run_1/final_congestion.png
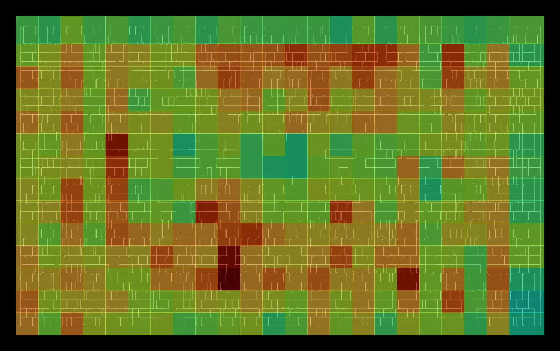
run_1/gate_families.png
Scale: 2 px per micron.
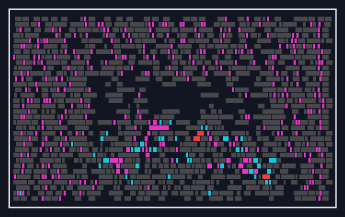
run_1/zoom.png
Region (69, 17) to (94, 42) microns. Cells in grey, sequential cells in the stronger grey; small squares are vias.
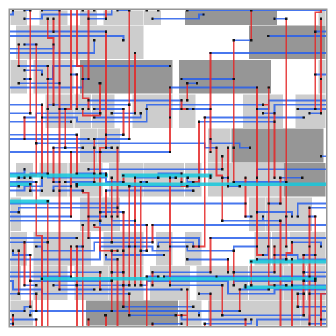
$ cat src/rtl/ntt_host_loader.sv
// BRAM port-B manager for the NTT engine: loads x then W from a host stream, runs the
// engine, then streams the N result words back out. One pass per reset.
module ntt_host_loader #(
  parameter int N      = 64,
  parameter int DATA_W = 64,
  parameter int ADDR_W = 13,
  parameter int X_BASE = 0,
  parameter int W_BASE = 64,
  parameter int Y_BASE = 4160,
  parameter int RD_LAT = 2
) (
  input  logic              clk,
  input  logic              rst,
  input  logic [DATA_W-1:0] s_data,
  input  logic              s_valid,
  output logic              s_ready,
  output logic [ADDR_W-1:0] bram_addr,
  output logic [DATA_W-1:0] bram_din,
  input  logic [DATA_W-1:0] bram_dout,
  output logic              bram_en,
  output logic              bram_we,
  output logic              ntt_rst,
  input  logic              ntt_done,
  output logic [DATA_W-1:0] m_data,
  output logic              m_valid,
  input  logic              m_ready,
  output logic              busy,
  output logic              done
);

  localparam int TOTAL = N + N * N;
  localparam int PTR_W = $clog2(TOTAL + 1);
  localparam int K_W   = (N > 1) ? $clog2(N) : 1;

  localparam logic [PTR_W-1:0]  PTR_X_LAST = PTR_W'(W_BASE - X_BASE - 1);
  localparam logic [PTR_W-1:0]  PTR_LAST   = PTR_W'(TOTAL - 1);
  localparam logic [PTR_W-1:0]  PTR_END    = PTR_W'(TOTAL);
  localparam logic [K_W-1:0]    K_LAST     = K_W'(N - 1);
  localparam logic [ADDR_W-1:0] X_BASE_A   = ADDR_W'(X_BASE);
  localparam logic [ADDR_W-1:0] Y_BASE_A   = ADDR_W'(Y_BASE);
  localparam logic [2:0]        LAT        = 3'(RD_LAT);

  typedef enum logic [2:0] {S_LOAD_X, S_LOAD_W, S_RUN, S_UNLOAD, S_DONE} state_t;

  state_t            state, state_nxt;
  logic [PTR_W-1:0]  ptr, ptr_nxt;
  logic [K_W-1:0]    k, k_nxt;
  logic [2:0]        cnt, cnt_nxt;
  logic              rd_pend, rd_pend_nxt;
  logic              s_ready_nxt, bram_en_nxt, bram_we_nxt, ntt_rst_nxt;
  logic              m_valid_nxt, busy_nxt, done_nxt;
  logic [ADDR_W-1:0] bram_addr_nxt;
  logic [DATA_W-1:0] bram_din_nxt, m_data_nxt;
  logic              accept;

  assign accept = s_valid & s_ready;

  always_comb begin
    state_nxt     = state;
    ptr_nxt       = ptr;
    k_nxt         = k;
    cnt_nxt       = cnt;
    rd_pend_nxt   = rd_pend;
    s_ready_nxt   = 1'b0;
    bram_en_nxt   = 1'b0;
    bram_we_nxt   = 1'b0;
    bram_addr_nxt = bram_addr;
    bram_din_nxt  = bram_din;
    m_data_nxt    = m_data;
    m_valid_nxt   = m_valid;

    case (state)
      S_LOAD_X, S_LOAD_W: begin
        // Accepted beat becomes a write one cycle later; ptr spans x and W contiguously
        if (accept) begin
          ptr_nxt       = ptr + 1'b1;
          bram_addr_nxt = X_BASE_A + ADDR_W'(ptr);
          bram_din_nxt  = s_data;
          bram_en_nxt   = 1'b1;
          bram_we_nxt   = 1'b1;
          if (state == S_LOAD_X && ptr == PTR_X_LAST) state_nxt = S_LOAD_W;
        end
        if (ptr == PTR_END) state_nxt = S_RUN;
        s_ready_nxt = (ptr != PTR_END) && !(accept && ptr == PTR_LAST);
      end
      S_RUN: begin
        if (ntt_done) begin
          state_nxt     = S_UNLOAD;
          bram_addr_nxt = Y_BASE_A + ADDR_W'(k);
          bram_en_nxt   = 1'b1;
          rd_pend_nxt   = 1'b1;
          cnt_nxt       = LAT;
        end
      end
      S_UNLOAD: begin
        // Read issued, count down the BRAM latency, latch, then hold until taken
        if (rd_pend) begin
          if (cnt == 3'd0) begin
            m_data_nxt  = bram_dout;
            m_valid_nxt = 1'b1;
            rd_pend_nxt = 1'b0;
          end else begin
            cnt_nxt = cnt - 3'd1;
          end
        end else if (m_valid && m_ready) begin
          m_valid_nxt = 1'b0;
          if (k == K_LAST) begin
            state_nxt = S_DONE;
          end else begin
            k_nxt         = k + 1'b1;
            bram_addr_nxt = Y_BASE_A + ADDR_W'(k + 1'b1);
            bram_en_nxt   = 1'b1;
            rd_pend_nxt   = 1'b1;
            cnt_nxt       = LAT;
          end
        end
      end
      default: ;
    endcase

    busy_nxt    = (state_nxt != S_DONE);
    done_nxt    = (state_nxt == S_DONE);
    ntt_rst_nxt = (state_nxt == S_LOAD_X) || (state_nxt == S_LOAD_W);
  end

  always_ff @(posedge clk) begin
    if (rst) begin
      state     <= S_LOAD_X;
      ptr       <= '0;
      k         <= '0;
      cnt       <= '0;
      rd_pend   <= 1'b0;
      s_ready   <= 1'b0;
      bram_en   <= 1'b0;
      bram_we   <= 1'b0;
      bram_addr <= '0;
      bram_din  <= '0;
      m_data    <= '0;
      m_valid   <= 1'b0;
      ntt_rst   <= 1'b1;
      busy      <= 1'b0;
      done      <= 1'b0;
    end else begin
      state     <= state_nxt;
      ptr       <= ptr_nxt;
      k         <= k_nxt;
      cnt       <= cnt_nxt;
      rd_pend   <= rd_pend_nxt;
      s_ready   <= s_ready_nxt;
      bram_en   <= bram_en_nxt;
      bram_we   <= bram_we_nxt;
      bram_addr <= bram_addr_nxt;
      bram_din  <= bram_din_nxt;
      m_data    <= m_data_nxt;
      m_valid   <= m_valid_nxt;
      ntt_rst   <= ntt_rst_nxt;
      busy      <= busy_nxt;
      done      <= done_nxt;
    end
  end

endmodule
$ cat config.mk
export PLATFORM = sky130hd
export DESIGN_NAME = ntt_host_loader
export DESIGN_NICKNAME = d
export VERILOG_FILES = /design/src/rtl/ntt_host_loader.sv
export SDC_FILE = /design/constraint.sdc
export NUM_CORES = 1
export LEC_CHECK = 0
export ABC_AREA = 0
export CORE_ASPECT_RATIO = 0.6
export CORE_MARGIN = 1
export CORE_UTILIZATION = 43
export DETAILED_ROUTE_END_ITERATION = 16
export PLACE_DENSITY = 0.81
export SYNTH_ARGS = -nofsm -noshare
export SYNTH_HDL_FRONTEND = slang
export SYNTH_SLANG_ARGS = --single-unit
$ cat constraint.sdc
create_clock -name clk -period 2 [get_ports clk]
set_input_delay 0.3 -clock clk [delete_from_list [all_inputs] [get_ports clk]]
set_output_delay 0.3 -clock clk [all_outputs]
set_load 0.05 [all_outputs]
==> Slide: Implementation Results, run 1 <==
Run Summary

Status
  • Status: finished, final reports clean

Route
  • Drc violations: 0
  • Initial DRC count: 405
  • Max Used Layer: met4
  • Final WL: around 20000 microns
  • Antenna violation net count after detailed routing: 0
  • Post-DR wirelength/cell: 15.34 microns
  • DR vias/cell: 5.060

Critical path
  • CP bufs+invs: 1
  • Critical path, cell by cell: clkdlybuf4s50_1
  • RR Startpoint: ptr[7]
  • CP max-delay cell: clkdlybuf4s50_1
  • Kind of critical path: reg -> out
  • Top delay family on crit path: buffers and inverters
  • Crit-path max FO: 4
  • Max incr delay on CP: 830 ps
  • Critical Path Sink Type: output pin

Placement
  • GPL Wtd Cong: 0.8433
  • HPWL Detailed: 14170 microns
  • Placed cell areas: 9762 sq um
  • IO Port Bufs: 280
  • Post-Place Worst Slack: -31.93 ps

Clocking
  • Post-CTS Hold Buffers: 0
  • CTS resizes: 1
  • Max clock buf depth: 2
  • Clk slew on worst S/H paths: 70 ps
  • Num CTS Buffers: 17
  • Clock sinks: 174
  • Setup bufs post-CTS: 0
  • Worst-Skew Late Latency: 410 ps
  • CTS tree: built
  • CTS Root Cell: clkbuf_16
  • CTS H-tree lvls: 4

Layout
  • Inverters excl. clock: 13
  • Nets: 1235
  • Area share of buffers outside the clock network: 29.74%
  • Layout clock buffer count: 18
  • Ant. Diodes: 0
  • Top cells excl fill/tap: nand2_1 (275), clkdlybuf4s50_1 (275), dfxtp_1 (174), a21oi_1 (153), buf_4 (29)
  • Flop share of the area: 33.65%
  • Design area: 10350 sq um
  • Dominant kind of cell by area: registers
  • Layout sequential cell count: 174
  • Non-clk bufs: between 300 and 400
  • Combinational Area: about 2900 sq um
  • Filler cell count: 1188

Global routing
  • GRT Residual Overflow: 0
  • Initial antenna violation count: 0
  • First-pass GRT wire length: 31770 microns
  • Total GRT Usage: 24.73%
  • Largest net degree at the start of global routing: 89

Pwr
  • Comb power: 864 uW
  • Switching share of power: 24.93%
  • Internal power: between 5000 and 6000 uW
  • Clock network power share: 42.6%
  • Comb pwr share: 11.2%
  • Largest power group: registers
  • Flop pwr share: between 40% and 50%
  • Sequential cell power: 3570 uW
  • Psw: 1927 uW
  • Maximum vdd drop: around 0.55 mV
  • Pleak: ~0.0036 uW
  • Clk pwr: between 3000 and 4000 uW

Synthesis
  • Synth warnings: 0
  • Synth Seq Share: 52.37%
  • Syn nets: 966
  • Mapped Area: approximately 6700 sq um
  • Distinct lib cells: 57
  • Yosys stat cell total: 828
  • Post-synth EDFFs: 0
  • FFs w/ async S/R, synth: 0%
  • Syn Area/Cell: 8.033 sq um
  • Chip Area, Yosys: 6651 sq um

Min path
  • Worst Hold Launch: rst

Floorplan
  • Die W: 162.6 microns
  • Die Size: between 15000 and 20000 sq um
  • # IOs: between 200 and 300
  • Rows: 34
  • Well Taps: between 150 and 200
  • Die H: around 98 microns
  • Fp util: 44.93%

STA
  • Setup TNS: 0 ps
  • Endpoints failing hold: 0
  • Worst Tran Pin Value: a little under 600 ps
  • Final WS setup: 95.91 ps
  • Post-route minimum period: roughly 1900 ps
  • Slew Limit Headroom: 60.79%
  • Count of final setup violators: 0
  • Period utilization: 95.20%
  • Final Hold Slack: 310.3 ps
Notes on final_congestion.png above:
GR Util met1: 30.02%
M2 GR Usage: 41.22%

Notes on gate_families.png above:
- multiplexers: red (cells 3; most used mux2i_1)
- NOR gates: cyan (cells 41; most used nor2_1)
- NAND gates: magenta (cells 298; most used nand2_1; where widely spread)
final instance count without filler cells: 1307
logic share of the area: 28.09%

Notes on zoom.png above:
- met1: blue
- met3: cyan
- met2: red
- sequential cells in the window: 5
- most frequent: nor2_1 (7), dfxtp_1 (5), buf_4 (5)
- netlist names of flops here include: ptr (2)
- cells with their middle in the window: 47

## run 1: routing by layer
metal  GRT usage (%)  up-vias
met5               0        -
met4           4.889        0
met3           10.15       13
met2           41.22      213
met1           30.02     3070
li1                -     3317
## run 1: synth_stat cells, types with 2 or more instances
cell type    n  area, sq um
nor4_1       5        31.28
mux2i_1      2        20.02
nor3b_1      2        15.01
nor2b_1      2        12.51
a21oi_1    153        765.7
o2111ai_1    3        26.28
o21ai_0     15        75.07
or2_2        3        18.77
dfxtp_1    174         3483
or4b_1       2        20.02
o211ai_1     2        15.01
or4_1        2        15.01
ha_1         5        62.56
xor2_1       6        52.55
buf_2       13        65.06
nand2b_1     2        12.51
nand3b_1     3        22.52
buf_1        6        22.52
and4_1       2        17.52
nor3_1       6        30.03
and3_1       3        18.77
a2111o_1     3        33.78
xnor2_1      6        52.55
or3_1        6        37.54
nand4_1      8        50.05
nor2_1      23        86.33
and2_1       3        18.77
a311oi_1     2        17.52
o41ai_1      4        35.03
inv_1       13        48.80
nand2_1    275         1032
nand3_1      7        35.03
clkbuf_1    41        153.9
nor4b_1      3        26.28
## run 1: kinds of logic after synthesis
kind of cell	synth area share [%]
xor gates and xnor gates	1.580
AOI/OAI and AO/OA	16.54
and+or+nand+nor	23.74
DFF	52.37
adders and majority gates	0.9406
buffers and inverters	4.364
muxes	0.4703
## run 1: flip-flops by register name, indices dropped and copies added, names as in the netlist
register   cells
m_data        64
cnt            3
s_ready        1
m_valid        1
k              6
busy           1
rd_pend        1
bram_we        1
done           1
bram_addr     13
bram_din      64
bram_en        1
state          3
ptr           13
ntt_rst        1
## run 1: worst paths after layout
check,depth (start not counted),slack [ps],to
max,1,100,m_valid
min reg2reg,2,450,m_data[27]
min,3,310,ntt_rst
max reg2reg,4,110,state[0]
==> run 1 -> run 2 <==
--- a/config.mk
+++ b/config.mk
@@ -6,6 +6,7 @@
 export NUM_CORES = 1
 export LEC_CHECK = 0
 export ABC_AREA = 0
+export CAP_MARGIN = 5
 export CORE_ASPECT_RATIO = 0.6
 export CORE_MARGIN = 1
 export CORE_UTILIZATION = 43
run_2/final_congestion.png
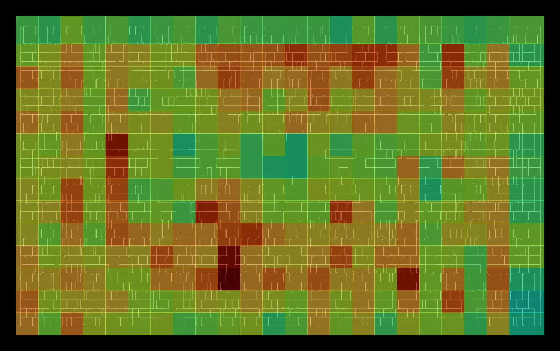
Total GRT Usage: 24.73%
final core occ: 69.93%
busiest metal layer after global routing: met2
met3 Track Usage GR: 10.15%
post-DR wirelength/cell: 15.34 microns

==> run 2 against run 1 <==
Non-clock buffer count unchanged. Critical path type unchanged. Power unchanged. Core utilization unchanged. Flip-flop count unchanged. Global-route usage unchanged. Combinational power about the same.
==> Slide: Implementation Results, run 2 <==
Run Summary

Floorplan
  • # IOs: 281
  • Rows: 34
  • Die H: 98.34 microns
  • Fp util: 44.93%
  • Die Size: 15990 sq um

Critical path
  • Critical Path Sink Type: output pin
  • Reg2reg end: state[0]
  • CP endpoint: m_valid
  • R2R Setup Slk: 110 ps
  • Top delay family on crit path: buffers and inverters
  • WP depth: 1
  • CP bufs+invs: 1
  • Max incr delay on CP: 830 ps
  • CP max-delay cell: clkdlybuf4s50_1
  • Crit-path max FO: 4
  • Reg2Reg Depth: 4

Synthesis
  • Chip Area, Yosys: 6651 sq um
  • Most common cell in the netlist: nand2_1
  • Yosys stat cell total: about 830
  • Post-synth EDFFs: 0
  • Mapped Area: 6651 sq um
  • Distinct lib cells: roughly 57
  • Synth warnings: 0
  • Synth Seq Share: 52.37%
  • FFs w/ async S/R, synth: 0%
  • Syn nets: 966
  • Area share, top type: 52.37%

Layout
  • Design area: 10350 sq um
  • Nets: 1235
  • Top flop regs: bram_din: 64 flops, m_data: 64 flops
  • Filler cell count: approximately 1200
  • Top cells excl fill/tap: nand2_1 (275), clkdlybuf4s50_1 (275), dfxtp_1 (174), a21oi_1 (153), buf_4 (29)

Route
  • DR vias/cell: 5.060
  • Drc violations: 0

STA
  • Period utilization: 95.20%
  • Setup TNS: 0 ps
  • Worst Tran Pin Value: 586.3 ps
  • Slew Limit Headroom: between 60% and 70%
  • Final WS setup: 95.91 ps

Placement
  • HPWL Detailed: roughly 14000 microns
  • IO Port Bufs: between 200 and 300
  • Post-Place Worst Slack: -31.93 ps

Global routing
  • First-pass GRT wire length: about 32000 microns
  • GR Util met1: 30.02%
  • GRT Residual Overflow: 0

Status
  • Status: finished, final reports clean

Clocking
  • Num CTS Buffers: 17
  • Worst-Skew Late Latency: 410 ps
  • Post-CTS Hold Buffers: 0
  • Clk slew on worst S/H paths: around 70 ps
  • CTS H-tree lvls: 4
run 2: report_power, final:
group          internal [uW]  switching [uW]  total, uW
Combinational            398             466        864
Sequential              3530            37.9       3570
Clock                   1870            1420       3290
run 2: layer usage:
layer / share of wire [%] / wire, microns
met1: 43 / 8522
met2: 47 / 9457
met3: 9.6 / 1930
met4: 0.67 / 135
met5: 0 / 0
run 2: area by class of cell:
class,instances,area [sq um],share of cell area (%)
clock buffer,18,429.2,4.146
clock inverter,13,156.4,1.511
inverter,13,48.80,0.4714
multi-input combinational,581,2908,28.09
sequential,174,3483,33.65
tap,198,247.7,2.393
timing repair buffer,310,3079,29.74
run 2: logic make-up (layout without fill, tap and decap cells):
kind of cell	count (synthesis)	count (layout)	synth area share [%]
adder cells (fa/ha/maj)	5	5	0.9406
multiplexers	3	3	0.4703
buffers and inverters	73	354	4.364
XOR/XNOR	12	12	1.580
AND/OR/NAND/NOR	364	364	23.74
flip-flops	174	174	52.37
AND-OR/OR-AND	197	197	16.54
run 2: timing repair:
| item | 4_1_cts | 5_1_grt |
|---|---|---|
| buffers inserted | 0 | 0 |
| gates resized | 1 | 1 |
| endpoints found under the setup margin | 1 | 1 |
run 2: how the worst min path moves through the flow:
stage | depth (start not counted) | to | startpoint | slack (ps)
final | 3 | ntt_rst | rst | 310
after global placement | 2 | bram_din[39] | bram_din[39] | 440
after global routing | 3 | ntt_rst | rst | 320
after CTS | 3 | ntt_rst | rst | 290
after detailed placement | 2 | m_data[63] | m_data[63] | 450
after floorplan | 2 | m_data[27] | bram_dout[27] | 440
==> run 2 -> run 3 <==
--- a/config.mk
+++ b/config.mk
@@ -6,12 +6,14 @@
 export NUM_CORES = 1
 export LEC_CHECK = 0
 export ABC_AREA = 0
+export ABC_CLOCK_PERIOD_IN_PS = 2000
 export CAP_MARGIN = 5
 export CORE_ASPECT_RATIO = 0.6
 export CORE_MARGIN = 1
 export CORE_UTILIZATION = 43
 export DETAILED_ROUTE_END_ITERATION = 16
 export PLACE_DENSITY = 0.81
+export SETUP_SLACK_MARGIN = 0.4
 export SYNTH_ARGS = -nofsm -noshare
 export SYNTH_HDL_FRONTEND = slang
 export SYNTH_SLANG_ARGS = --single-unit
run_3/pins.png
Scale: 4 px per micron. Pins as bars across the die edge, other pins in grey.
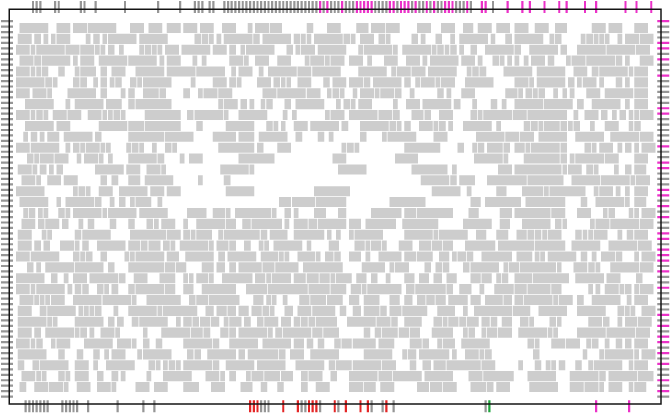
- m_valid: green (pins 1; direction output; edge bottom)
- bram_addr: red (pins 13; direction output; edge bottom)
- m_data: magenta (pins 64; direction output; edge 33 top, 29 right, 2 bottom)
- all pins by edge: 98 top, 70 left, 70 right, 43 bottom
IO Port Bufs: 280
Die W: 162.6 microns
Die H: 98.34 microns

==> run 3 against run 2 <==
Wire length increased by 14%. Global-route usage grew 1.9 points. Core utilization is 2.9 points higher. Cell area up 4.1%. Power decreased by 0.89%. Sequential power barely moved. Critical path depth increased by 4.
==> Slide: Implementation Results, run 3 <==
Run Summary

Synthesis
  • Cells after Synth: 828
  • Yosys stat cell total: 828
  • Distinct lib cells: 57
  • Most common cell in the netlist: nand2_1
  • Chip Area, Yosys: 6651 sq um
  • Main area contributors: dfxtp_1 (52%), nand2_1 (16%), a21oi_1 (12%)
  • Mapped Area: 6651 sq um
  • Area share, top type: ~52%
  • Syn nets: 966
  • Syn Area/Cell: 8.033 sq um
  • Post-synth top cells: nand2_1 (275), dfxtp_1 (174), a21oi_1 (153), clkbuf_1 (41), nor2_1 (23)
  • Post-synth EDFFs: 0
  • FFs w/ async S/R, synth: 0%
  • Synth Seq Share: 52.37%
  • Leading area contributor after synthesis: dfxtp_1
  • Synth warnings: 0

Clocking
  • Post-CTS Hold Buffers: 0
  • CTS Root Cell: clkbuf_16
  • Num CTS Buffers: 17
  • Clk slew on worst S/H paths: 80 ps
  • CTS H-tree lvls: 4
  • Clock sinks: 174
  • Worst-Skew Late Latency: between 400 and 500 ps
  • Max clock buf depth: 2

STA
  • Count of final setup violators: 0
  • Setup TNS: 0 ps
  • Period utilization: 93.54%
  • Slew Limit Headroom: 65.71%
  • Worst Tran Pin Value: between 500 and 600 ps
  • Endpoints failing hold: 0
  • Final WS setup: 129.2 ps
  • Post-route minimum period: approximately 1900 ps

Min path
  • Hold path cells: 2
  • Hold Path Sink: m_data[50]
  • Worst Hold Launch: rst

Floorplan
  • Well Taps: between 150 and 200
  • Rows: 34
  • Fp util: 44.93%
  • # IOs: 281
  • Die Size: about 16000 sq um
  • Area of the core: 14800 sq um

Pwr
  • Pleak: 0.004111 uW
  • Maximum vdd drop: 0.5117 mV

Placement
  • Post-Place Worst Slack: 14.31 ps
  • HPWL Detailed: 14230 microns
  • GPL Wtd Cong: 0.8892
  • Placed cell areas: 9797 sq um

Global routing
  • Initial antenna violation count: 0
  • GRT Residual Overflow: 0
  • First-pass GRT wire length: 33710 microns
  • Total GRT Usage: 26.67%
  • Largest net degree at the start of global routing: around 91

Critical path
  • R2R Setup Slk: 130 ps
  • Reg2Reg Depth: 5
  • Crit-path max FO: 3
  • Reg2reg end: state[1]
  • RR Startpoint: ptr[7]
  • Critical Path Sink Type: register

Layout
  • Area share of buffers outside the clock network: 29.84%
  • Non-clk bufs: 341
  • Flop share of the area: 32.60%
  • Filler cell count: between 1000 and 1500
  • Inverters excl. clock: 13
  • Layout clock buffer count: 17
  • Reg area: 3513 sq um
  • Top cells excl fill/tap: nand2_1 (275), dfxtp_1 (158), a21oi_1 (149), clkdlybuf4s50_1 (131), clkdlybuf4s15_1 (66)
  • Ant. Diodes: 0
  • Layout sequential cell count: 174
  • Dominant kind of cell by area: registers
  • Design area: 10780 sq um
  • Nets: approximately 1300
  • Final instance count without filler cells: 1340
  • Top flop regs: bram_din: 64 flops, m_data: 64 flops
  • Logic Gate Count: 582
  • Clock-cell share: 5.363%
  • Combinational Area: 3174 sq um

Route
  • DR vias/cell: 5.173
  • Antenna violation net count after detailed routing: 0
  • Final WL: 22790 microns
  • Drc violations: 0
  • Initial DRC count: approximately 570
  • Post-DR wirelength/cell: 17.01 microns

Status
  • Status: finished, final reports clean
## run 3: cell counts after synthesis
No cell type changed its count.
## run 3: how the worst max path moves through the flow
stage,from,to,cells past startpoint
global route,ptr[7],state[0],4
global placement,s_valid,ptr[11],5
CTS,ptr[7],state[0],4
detailed placement,s_valid,ptr[11],5
finish,ptr[7],state[1],5
floorplan,ptr[7],state[0],4
## run 3: repair_timing
item,in CTS,in global routing
resized,240,199
setup endpoints to repair,292,235
cloned,3,5
endpoints found under the hold margin,0,0
buffers inserted,16,10
pin swaps,6,19
## run 3: critical path: stages, from the launching register on
cell and delay [ps]:
dfxtp_4 350, or4_4 540, or4b_4 540, buf_4 170, nor2_1 90, o211a_1 130
## run 3: per-layer routing
layer	part of all wire (%)	GRT usage, %	up-vias	wire (microns)
met4	2.4	8.771	0	547
met1	41	32.48	3243	9454
met2	47	43.52	258	10770
met3	8.8	9.898	43	2013
li1	-	-	3388	-
met5	0	0	-	0
## run 3: metrics by stage
stage          util [%]  hold slack, ps
2_1_floorplan         -           436.0
3_3_place_gp      66.18           440.2
3_5_place_dp      66.18           446.6
4_1_cts           71.69           246.2
5_1_grt           72.80           249.0
6_report          72.80           244.7
## run 3: logic make-up (layout without fill, tap and decap cells)
| logic type | count (synthesis) | after routing | share of synthesized area, % |
|---|---|---|---|
| and+or+nand+nor | 364 | 364 | 23.74 |
| DFF | 174 | 174 | 52.37 |
| xor gates and xnor gates | 12 | 12 | 1.580 |
| adders and majority gates | 5 | 5 | 0.9406 |
| muxes | 3 | 3 | 0.4703 |
| buffers and inverters | 73 | 386 | 4.364 |
| AOI/OAI and AO/OA | 197 | 198 | 16.54 |
## run 3: power breakdown
part           switching [uW]  internal, uW  leakage (uW)
logic                     482           381       0.00241
registers                37.8          3530       0.00142
clock network            1570          1660      0.000286
total                    2090          5570       0.00411
Power is estimated from default activity; no workload was simulated.
